<file path="src/rtl/spi_slave_rx.sv">
// spi_slave_rx: SPI peripheral that oversamples SCK/CS/MOSI on clk and returns MISO.
// Frames are WIDTH bits, LSB first in both directions.
//
// Ports
//   clk, rst           system clock (rising edge), synchronous active-low reset
//   CKP, CPH           SCK idle level / active edge select (0 rising, 1 falling)
//   SCK, CS, MOSI      asynchronous SPI inputs from the master
//   MISO               registered serial data to the master
//   tx_data, tx_wr     preload word into the one-entry tx buffer (taken when tx_ready=1)
//   tx_ready           tx buffer empty
//   rx_data, rx_valid  last received word and its valid flag
//   rx_ack             consumer took rx_data
//   overrun, underrun, frame_err   single-cycle status pulses
//   busy               FSM not idle
//
// state   | meaning
// --------+--------------------------------------------------------------
// IDLE    | waiting for CS falling edge; MISO low
// SHIFT   | frame in progress; one bit per active SCK edge
// DONE    | one cycle: publish rx_sh to rx_data, flag overrun if unread
// WAIT_CS | frame complete; ignore SCK until CS returns high

module spi_slave_rx #(
    parameter int WIDTH       = 8,
    parameter int SYNC_STAGES = 2
) (
    input  logic             clk,
    input  logic             rst,
    input  logic             CKP,
    input  logic             CPH,
    input  logic             SCK,
    input  logic             CS,
    input  logic             MOSI,
    output logic             MISO,
    input  logic [WIDTH-1:0] tx_data,
    input  logic             tx_wr,
    output logic             tx_ready,
    output logic [WIDTH-1:0] rx_data,
    output logic             rx_valid,
    input  logic             rx_ack,
    output logic             overrun,
    output logic             underrun,
    output logic             frame_err,
    output logic             busy
);

    localparam int CNT_W = $clog2(WIDTH + 1);
    localparam logic [CNT_W-1:0] LAST_BIT = CNT_W'(WIDTH - 1);

    typedef enum logic [1:0] {
        IDLE    = 2'd0,
        SHIFT   = 2'd1,
        DONE    = 2'd2,
        WAIT_CS = 2'd3
    } state_t;

    // ------------------------------------------------------------------
    // Synchronizers and edge detection
    // ------------------------------------------------------------------
    logic [SYNC_STAGES-1:0] sck_sync_q;
    logic [SYNC_STAGES-1:0] cs_sync_q;
    logic [SYNC_STAGES-1:0] mosi_sync_q;
    logic                   sck_prev_q;
    logic                   cs_prev_q;

    logic sck_s, cs_s, mosi_s;
    logic sck_rise, sck_fall, cs_rise, cs_fall, active_edge;

    always_ff @(posedge clk) begin
        if (!rst) begin
            sck_sync_q  <= '0;
            cs_sync_q   <= '0;
            mosi_sync_q <= '0;
            sck_prev_q  <= 1'b0;
            cs_prev_q   <= 1'b0;
        end else begin
            sck_sync_q  <= {sck_sync_q[SYNC_STAGES-2:0], SCK};
            cs_sync_q   <= {cs_sync_q[SYNC_STAGES-2:0], CS};
            mosi_sync_q <= {mosi_sync_q[SYNC_STAGES-2:0], MOSI};
            sck_prev_q  <= sck_sync_q[SYNC_STAGES-1];
            cs_prev_q   <= cs_sync_q[SYNC_STAGES-1];
        end
    end

    assign sck_s       = sck_sync_q[SYNC_STAGES-1];
    assign cs_s        = cs_sync_q[SYNC_STAGES-1];
    assign mosi_s      = mosi_sync_q[SYNC_STAGES-1];
    assign sck_rise    = sck_s & ~sck_prev_q;
    assign sck_fall    = ~sck_s & sck_prev_q;
    assign cs_rise     = cs_s & ~cs_prev_q;
    assign cs_fall     = ~cs_s & cs_prev_q;
    assign active_edge = CPH ? sck_fall : sck_rise;

    // ------------------------------------------------------------------
    // FSM and datapath registers
    // ------------------------------------------------------------------
    state_t           state_q, state_d;
    logic [CNT_W-1:0] bit_cnt_q, bit_cnt_d;
    logic [WIDTH-1:0] rx_sh_q, rx_sh_d;
    logic [WIDTH-1:0] tx_sh_q, tx_sh_d;
    logic [WIDTH-1:0] tx_buf_q, tx_buf_d;
    logic             tx_ready_q, tx_ready_d;
    logic [WIDTH-1:0] rx_data_q, rx_data_d;
    logic             rx_valid_q, rx_valid_d;
    logic             overrun_q, overrun_d;
    logic             underrun_q, underrun_d;
    logic             frame_err_q, frame_err_d;
    logic             miso_q, miso_d;
    logic             load;

    always_ff @(posedge clk) begin
        if (!rst) begin
            state_q     <= IDLE;
            bit_cnt_q   <= '0;
            rx_sh_q     <= '0;
            tx_sh_q     <= '0;
            tx_buf_q    <= '0;
            tx_ready_q  <= 1'b1;
            rx_data_q   <= '0;
            rx_valid_q  <= 1'b0;
            overrun_q   <= 1'b0;
            underrun_q  <= 1'b0;
            frame_err_q <= 1'b0;
            miso_q      <= 1'b0;
        end else begin
            state_q     <= state_d;
            bit_cnt_q   <= bit_cnt_d;
            rx_sh_q     <= rx_sh_d;
            tx_sh_q     <= tx_sh_d;
            tx_buf_q    <= tx_buf_d;
            tx_ready_q  <= tx_ready_d;
            rx_data_q   <= rx_data_d;
            rx_valid_q  <= rx_valid_d;
            overrun_q   <= overrun_d;
            underrun_q  <= underrun_d;
            frame_err_q <= frame_err_d;
            miso_q      <= miso_d;
        end
    end

    always_comb begin
        state_d     = state_q;
        bit_cnt_d   = bit_cnt_q;
        rx_sh_d     = rx_sh_q;
        tx_sh_d     = tx_sh_q;
        tx_buf_d    = tx_buf_q;
        tx_ready_d  = tx_ready_q;
        rx_data_d   = rx_data_q;
        rx_valid_d  = rx_valid_q;
        overrun_d   = 1'b0;
        underrun_d  = 1'b0;
        frame_err_d = 1'b0;
        load        = 1'b0;

        if (rx_ack && rx_valid_q) begin
            rx_valid_d = 1'b0;
        end

        case (state_q)
            IDLE: begin
                if (cs_fall) begin
                    state_d    = SHIFT;
                    bit_cnt_d  = '0;
                    rx_sh_d    = '0;
                    load       = 1'b1;
                    tx_ready_d = 1'b1;
                    if (tx_ready_q) begin
                        tx_sh_d    = '0;
                        underrun_d = 1'b1;
                    end else begin
                        tx_sh_d = tx_buf_q;
                    end
                end
            end
            SHIFT: begin
                // A completing edge wins over a simultaneous CS rise; WAIT_CS
                // looks at the CS level so the rise is not lost.
                if (active_edge && (bit_cnt_q == LAST_BIT)) begin
                    rx_sh_d   = {mosi_s, rx_sh_q[WIDTH-1:1]};
                    tx_sh_d   = tx_sh_q >> 1;
                    bit_cnt_d = bit_cnt_q + 1'b1;
                    state_d   = DONE;
                end else if (cs_rise) begin
                    frame_err_d = 1'b1;
                    rx_sh_d     = '0;
                    state_d     = IDLE;
                end else if (active_edge) begin
                    rx_sh_d   = {mosi_s, rx_sh_q[WIDTH-1:1]};
                    tx_sh_d   = tx_sh_q >> 1;
                    bit_cnt_d = bit_cnt_q + 1'b1;
                end
            end
            DONE: begin
                rx_data_d  = rx_sh_q;
                rx_valid_d = 1'b1;
                overrun_d  = rx_valid_q && !rx_ack;
                state_d    = WAIT_CS;
            end
            WAIT_CS: begin
                if (cs_s) begin
                    state_d = IDLE;
                end
            end
            default: begin
                state_d = IDLE;
            end
        endcase

        // The buffer is freed by the load in the same cycle, so a write
        // coinciding with the load is accepted.
        if (tx_wr && (tx_ready_q || load)) begin
            tx_buf_d   = tx_data;
            tx_ready_d = 1'b0;
        end

        miso_d = (state_d == SHIFT) ? tx_sh_d[0] : 1'b0;
    end

    assign MISO      = miso_q;
    assign tx_ready  = tx_ready_q;
    assign rx_data   = rx_data_q;
    assign rx_valid  = rx_valid_q;
    assign overrun   = overrun_q;
    assign underrun  = underrun_q;
    assign frame_err = frame_err_q;
    assign busy      = (state_q != IDLE);

endmodule

</file>
<file path="config.mk">
export PLATFORM = sky130hd
export DESIGN_NAME = spi_slave_rx
export DESIGN_NICKNAME = d
export VERILOG_FILES = /design/src/rtl/spi_slave_rx.sv
export SDC_FILE = /design/constraint.sdc
export NUM_CORES = 1
export LEC_CHECK = 0
export CAP_MARGIN = 20
export CORE_MARGIN = 4
export CORE_UTILIZATION = 56
export CTS_CLUSTER_SIZE = 40
export DETAILED_ROUTE_END_ITERATION = 10
export MAX_ROUTING_LAYER = met4
export PLACE_DENSITY_LB_ADDON = 0.12
export SLEW_MARGIN = 20
export SYNTH_ARGS = -nofsm -noshare
export SYNTH_HDL_FRONTEND = slang
export SYNTH_SLANG_ARGS = --single-unit
</file>
<file path="constraint.sdc">
create_clock -name clk -period 4.8 [get_ports clk]
set_input_delay 0.72 -clock clk [delete_from_list [all_inputs] [get_ports clk]]
set_output_delay 0.72 -clock clk [all_outputs]
set_load 0.01 [all_outputs]
</file>
==> Changelog: implementation, run 1 <==
### Implementation results

- Syn_area_per_cell: 10.0 µm²
- Delay-heaviest family, CP: buffers and inverters
- DRC errors left: 0
- WL met2: 1940 µm
- Worst path cell trace: clkdlybuf4s50_1, inv_1, o32ai_2, a221o_2
- Distinct lib cells: 48
- P_sw: 0.000170 W
- Cell internal pwr: 0.000522 W
- CTS sink cnt: 52
- Ys Warns: 0
- Outcome: completed
- MI comb cells: 141
- Crit path DAT: 3.04 ns
- Clock Latency Late Sink: 0.39 ns
- Hold crit path type: flop to flop
- WL/cell: 14.5 µm
- Global-route track usage on met3: 0.0460
- Seq share, synth: 0.511
- Post-DP Area: 0.00235 mm²
- DR top layer: met4
- Reg clk slew, reported paths: 0.14 ns
- Final period util: 0.566
- First-pass GRT wire length: 7160 µm
- Layout Utilization: 0.707
- Core area: 0.00342 mm²
- Nonclk buf count: 30
- Largest net degree at the start of global routing: 23
- Gp weighted congestion: 0.905
- Antenna cells: 0
- Critical path class: input pin to flop
- DR WL met3: 238 µm
- Ys async rst share: 0
- Die width: 68.3 µm
- Hpwl dp: 2940 µm
- Fp_density: 0.596
- Flop area: 0.00104 mm²
- Crit end category: flop
- Crit path buffers/inverters: 2
- Total power: 0.000692 W
-- run 1: sequential cells by signal, summed over array words and instances (netlist names) --
register,cells
cs_prev_q,1
MISO,1
mosi_sync_q,2
tx_ready,1
overrun,1
sck_prev_q,1
cs_sync_q,2
rx_data,8
bit_cnt_q,4
rx_sh_q,8
tx_buf_q,8
tx_sh_q,8
rx_valid,1
frame_err,1
sck_sync_q,2
underrun,1
state_q,2
-- run 1: path summary, 6_finish.rpt --
check	startpoint	to	slack, ns	cells after the start
worst min register to register	cs_sync_q[0]$_SDFF_PN0_	cs_sync_q[1]$_SDFF_PN0_	0.45	1
worst max-delay path	rst	tx_sh_q[4]$_SDFFE_PN0P_	2.08	4
worst min-delay path	cs_sync_q[0]$_SDFF_PN0_	cs_sync_q[1]$_SDFF_PN0_	0.45	1
worst max register to register	state_q[0]$_SDFF_PN0_	tx_sh_q[4]$_SDFFE_PN0P_	2.85	4
-- run 1: synthesized netlist by cell type, drive strengths merged (2+ instances only) --
| cell | number |
|---|---|
| a21oi | 14 |
| nand3 | 3 |
| a31oi | 2 |
| and2 | 15 |
| and3b | 2 |
| inv | 2 |
| a221oi | 2 |
| nor3 | 2 |
| nand2b | 2 |
| o21ai | 4 |
| a22o | 8 |
| nor2 | 19 |
| mux2i | 8 |
| and3 | 3 |
| a221o | 6 |
| dfxtp | 52 |
| nand3b | 2 |
| o22ai | 2 |
| clkbuf | 6 |
| or2 | 2 |
| nor2b | 5 |
| buf | 2 |
| nand2 | 22 |
-- run 1: cells by family after synthesis --
family | count (synthesis) | synth area share
AOI/OAI and AO/OA | 46 | 0.187
xor gates and xnor gates | 1 | 0.00430
adders and majority gates | 1 | 0.00614
buffers and inverters | 10 | 0.0246
DFF | 52 | 0.511
muxes | 9 | 0.0448
and+or+nand+nor | 84 | 0.222
**Run 1: routed metal, one color a layer**

Two of the layers only.
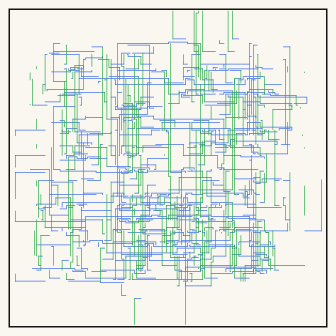
green -> met2  # wire length 1940 µm
blue -> met1  # wire length 1800 µm

**Run 1: sequential cells colored by netlist name**

Scale bar: 20 µm.
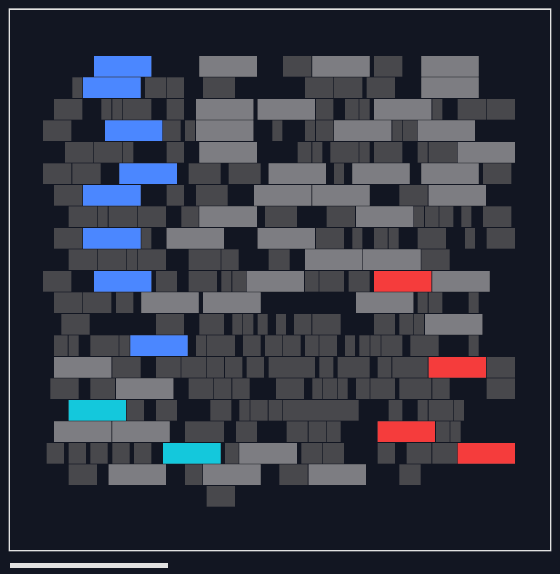
blue -> tx_buf_q  # placed flops 8
red -> bit_cnt_q  # placed flops 4
cyan -> sck_sync_q  # placed flops 2
not colored = 38

**Run 1: clock wiring as the flow saved it**

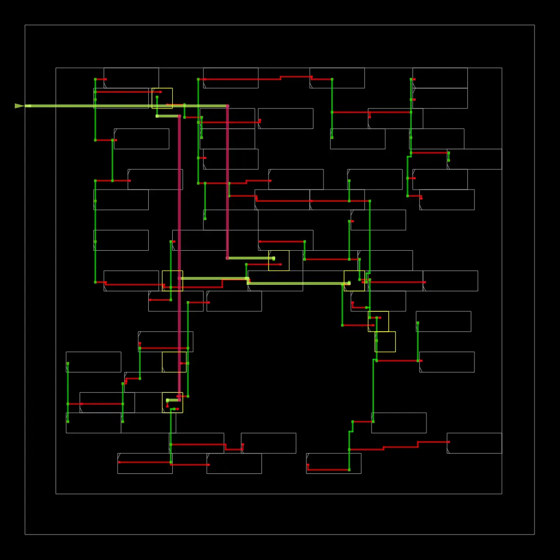
Clock Skew: 0.0239 ns
number of sequential cells: 52
CTS Buf Count: 5
P_clk: 0.000200 W

==> run 1 -> run 2 <==
--- a/config.mk
+++ b/config.mk
@@ -7,7 +7,7 @@
 export LEC_CHECK = 0
 export CAP_MARGIN = 20
 export CORE_MARGIN = 4
-export CORE_UTILIZATION = 56
+export CORE_UTILIZATION = 52
 export CTS_CLUSTER_SIZE = 40
 export DETAILED_ROUTE_END_ITERATION = 10
 export MAX_ROUTING_LAYER = met4
==> constraint.sdc (replaced) <==
create_clock -name clk -period 2.6 [get_ports clk]
set_input_delay 0.39 -clock clk [delete_from_list [all_inputs] [get_ports clk]]
set_output_delay 0.39 -clock clk [all_outputs]
set_load 0.01 [all_outputs]
**Run 2: nets reached from selected ports**

Scale bar: 20 µm.
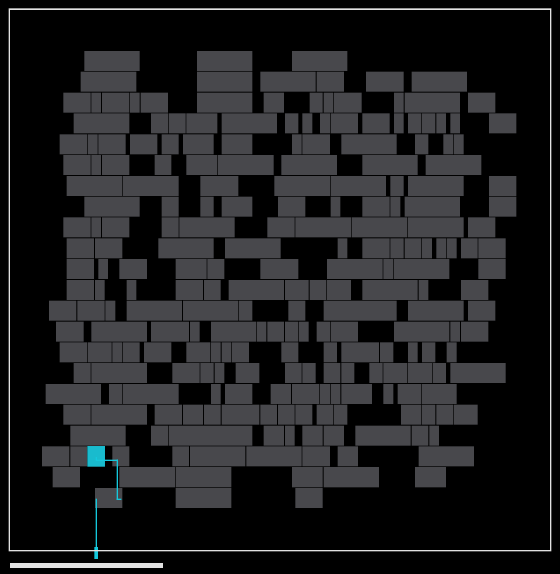
cyan -> SCK  # bits 1, direction input, end cells 1, wire 14.9 µm

**Run 2: sequential cells colored by netlist name**

Scale bar: 20 µm.
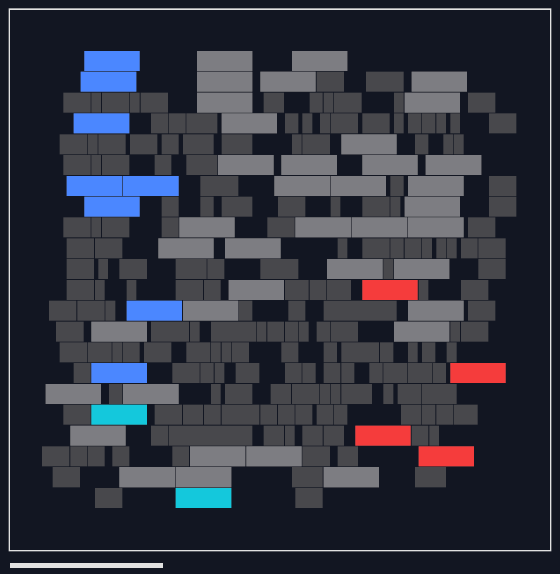
cyan -> sck_sync_q  # placed flops 2
blue -> tx_buf_q  # placed flops 8
red -> bit_cnt_q  # placed flops 4, where south-east

==> Changelog: implementation, run 2 <==
### Implementation results

- Tool warnings: 27
- Distinct lib cells: 48 (unchanged)
- First-pass GRT wire length: 6690 µm (-6.5%)
- Post-route minimum period: 1.96 ns
- Routed WL: 3990 µm
- Syn_area_per_cell: 10.0 µm² (unchanged)
- Crit path DAT: 2.16 ns (-0.88 ns)
- Most common library cells after synthesis: dfxtp_1, nand2_1, nor2_1, a21oi_1, and2_1
- Crit path buffers/inverters: 1 (-1)
- Core area: 0.00372 mm² (+8.8%)
- Seq share, synth: 0.511 (unchanged)
- Critical path class: input pin to flop
- Fillers: 316
- Clock Latency Late Sink: 0.30 ns (-0.09 ns)
- Crit end category: flop
- Ys async rst share: 0 (unchanged)
- Largest net degree at the start of global routing: 18 (-22%)
- Hpwl dp: 2900 µm (-1.4%)
- DRC errors left: 0 (unchanged)
- Delay-heaviest family, CP: AND-OR/OR-AND gates
- Final period util: 0.755
- Synth top cell by count: dfxtp_1
- Fp_density: 0.548 (-0.0482)
- Vias per cell: 5.54
- Slowest CP cell: clkdlybuf4s50_1
- Vias after detailed routing: 1567
- Gate power share: 0.059
- CTS Buf Count: 5 (unchanged)
- Max-cap violations: 0
- Flop area: 0.00104 mm² (unchanged)
- Area Growth Syn to Fin: 22.0%
- Gp weighted congestion: 0.930 (+2.8%)
- H-tree depth: 2
- Outcome: completed
- P_sw: 0.000316 W (+86%)
- Crit path max fanout: 6
- Antenna cells: 0 (unchanged)
- Tot GR Track Use: 0.170
- Comb power: 0.0000869 W
- Hold crit path type: flop to flop
- Cell taking the most area after synthesis: dfxtp_1
- Sequential Power Share: 0.561
- Ys Warns: 0 (unchanged)
- Row count: 22
- Leak: 0.960 nW
- Total power: 0.00147 W (+110%)
- Reg clk slew, reported paths: 0.09 ns (-0.05 ns)
- Router iterations before antenna repair: 4
- WL/cell: 14.1 µm (-2.9%)
- Top cells excl fill/tap: dfxtp_1, clkdlybuf4s50_1, nand2_1
- Post-Syn Area: 0.00204 mm²
- Max_slew headroom: 0.505
- Worst path cell trace: clkdlybuf4s50_1, or3b_4, a21oi_1, o32ai_2, a221o_2
- Cell internal pwr: 0.00115 W (+120%)
- Die width: 70.6 µm (+3.3%)
**Run 2: clock wiring as the flow saved it**

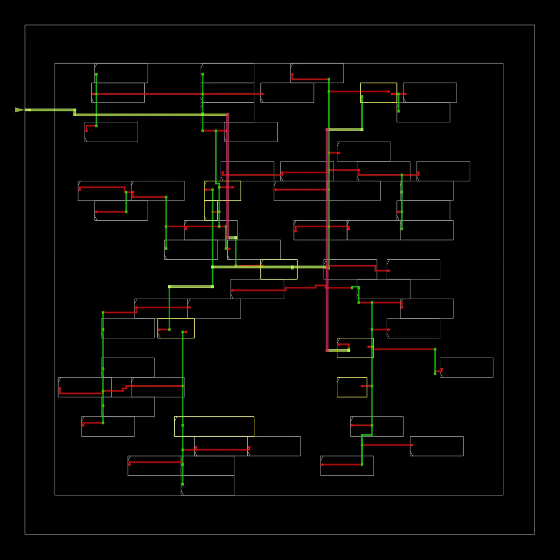
P_clk: 0.000557 W
Clock Skew: 0.00471 ns
clock buffers: 5
CTS sink cnt: 52

run 2: cell count changes in the layout (fill, tap and decap cells not counted), sizes merged:
cell and change:
clkinvlp -2, bufinv +1, buf +2, inv +1
run 2: metal layers:
metal | track usage | up-vias | share of wire
met5 | - | - | 0
met4 | 0.0626 | 0 | 0.012
met3 | 0.0355 | 5 | 0.047
met2 | 0.286 | 38 | 0.48
met1 | 0.201 | 738 | 0.46
li1 | - | 786 | -
run 2: kinds of logic after synthesis:
family	count (synthesis)	share of synthesized area
and+or+nand+nor	84	0.222
DFF	52	0.511
AOI/OAI and AO/OA	46	0.187
buffers and inverters	10	0.0246
muxes	9	0.0448
xor gates and xnor gates	1	0.00430
adders and majority gates	1	0.00614
run 2: area by class of cell:
| cell class | count | share of cell area |
|---|---|---|
| repair buffers | 32 | 0.127 |
| clock buffers | 5 | 0.0277 |
| flip-flops and latches | 52 | 0.419 |
| clock inverters | 3 | 0.0186 |
| multi-input cells | 141 | 0.381 |
| well taps | 48 | 0.0242 |
| inverters | 2 | 0.00302 |
run 2: worst paths after layout:
path | startpoint | endpoint | slack [ns] | cells past startpoint
setup / recovery | CPH | tx_sh_q[3]$_SDFFE_PN0P_ | 0.64 | 5
hold reg to reg | cs_sync_q[0]$_SDFF_PN0_ | cs_sync_q[1]$_SDFF_PN0_ | 0.44 | 1
setup reg to reg | state_q[0]$_SDFF_PN0_ | tx_sh_q[3]$_SDFFE_PN0P_ | 0.65 | 4
hold / removal | cs_sync_q[0]$_SDFF_PN0_ | cs_sync_q[1]$_SDFF_PN0_ | 0.44 | 1
run 2: stage by stage:
step	area (µm²)	util	hold WS [ns]
floorplan	2040	-	0.412
global placement	2370	0.638	0.415
detailed placement	2370	0.638	0.422
CTS	2480	0.669	0.444
global route	2480	0.669	0.468
finish	2480	0.669	0.439
Power is estimated from default activity; no workload was simulated.
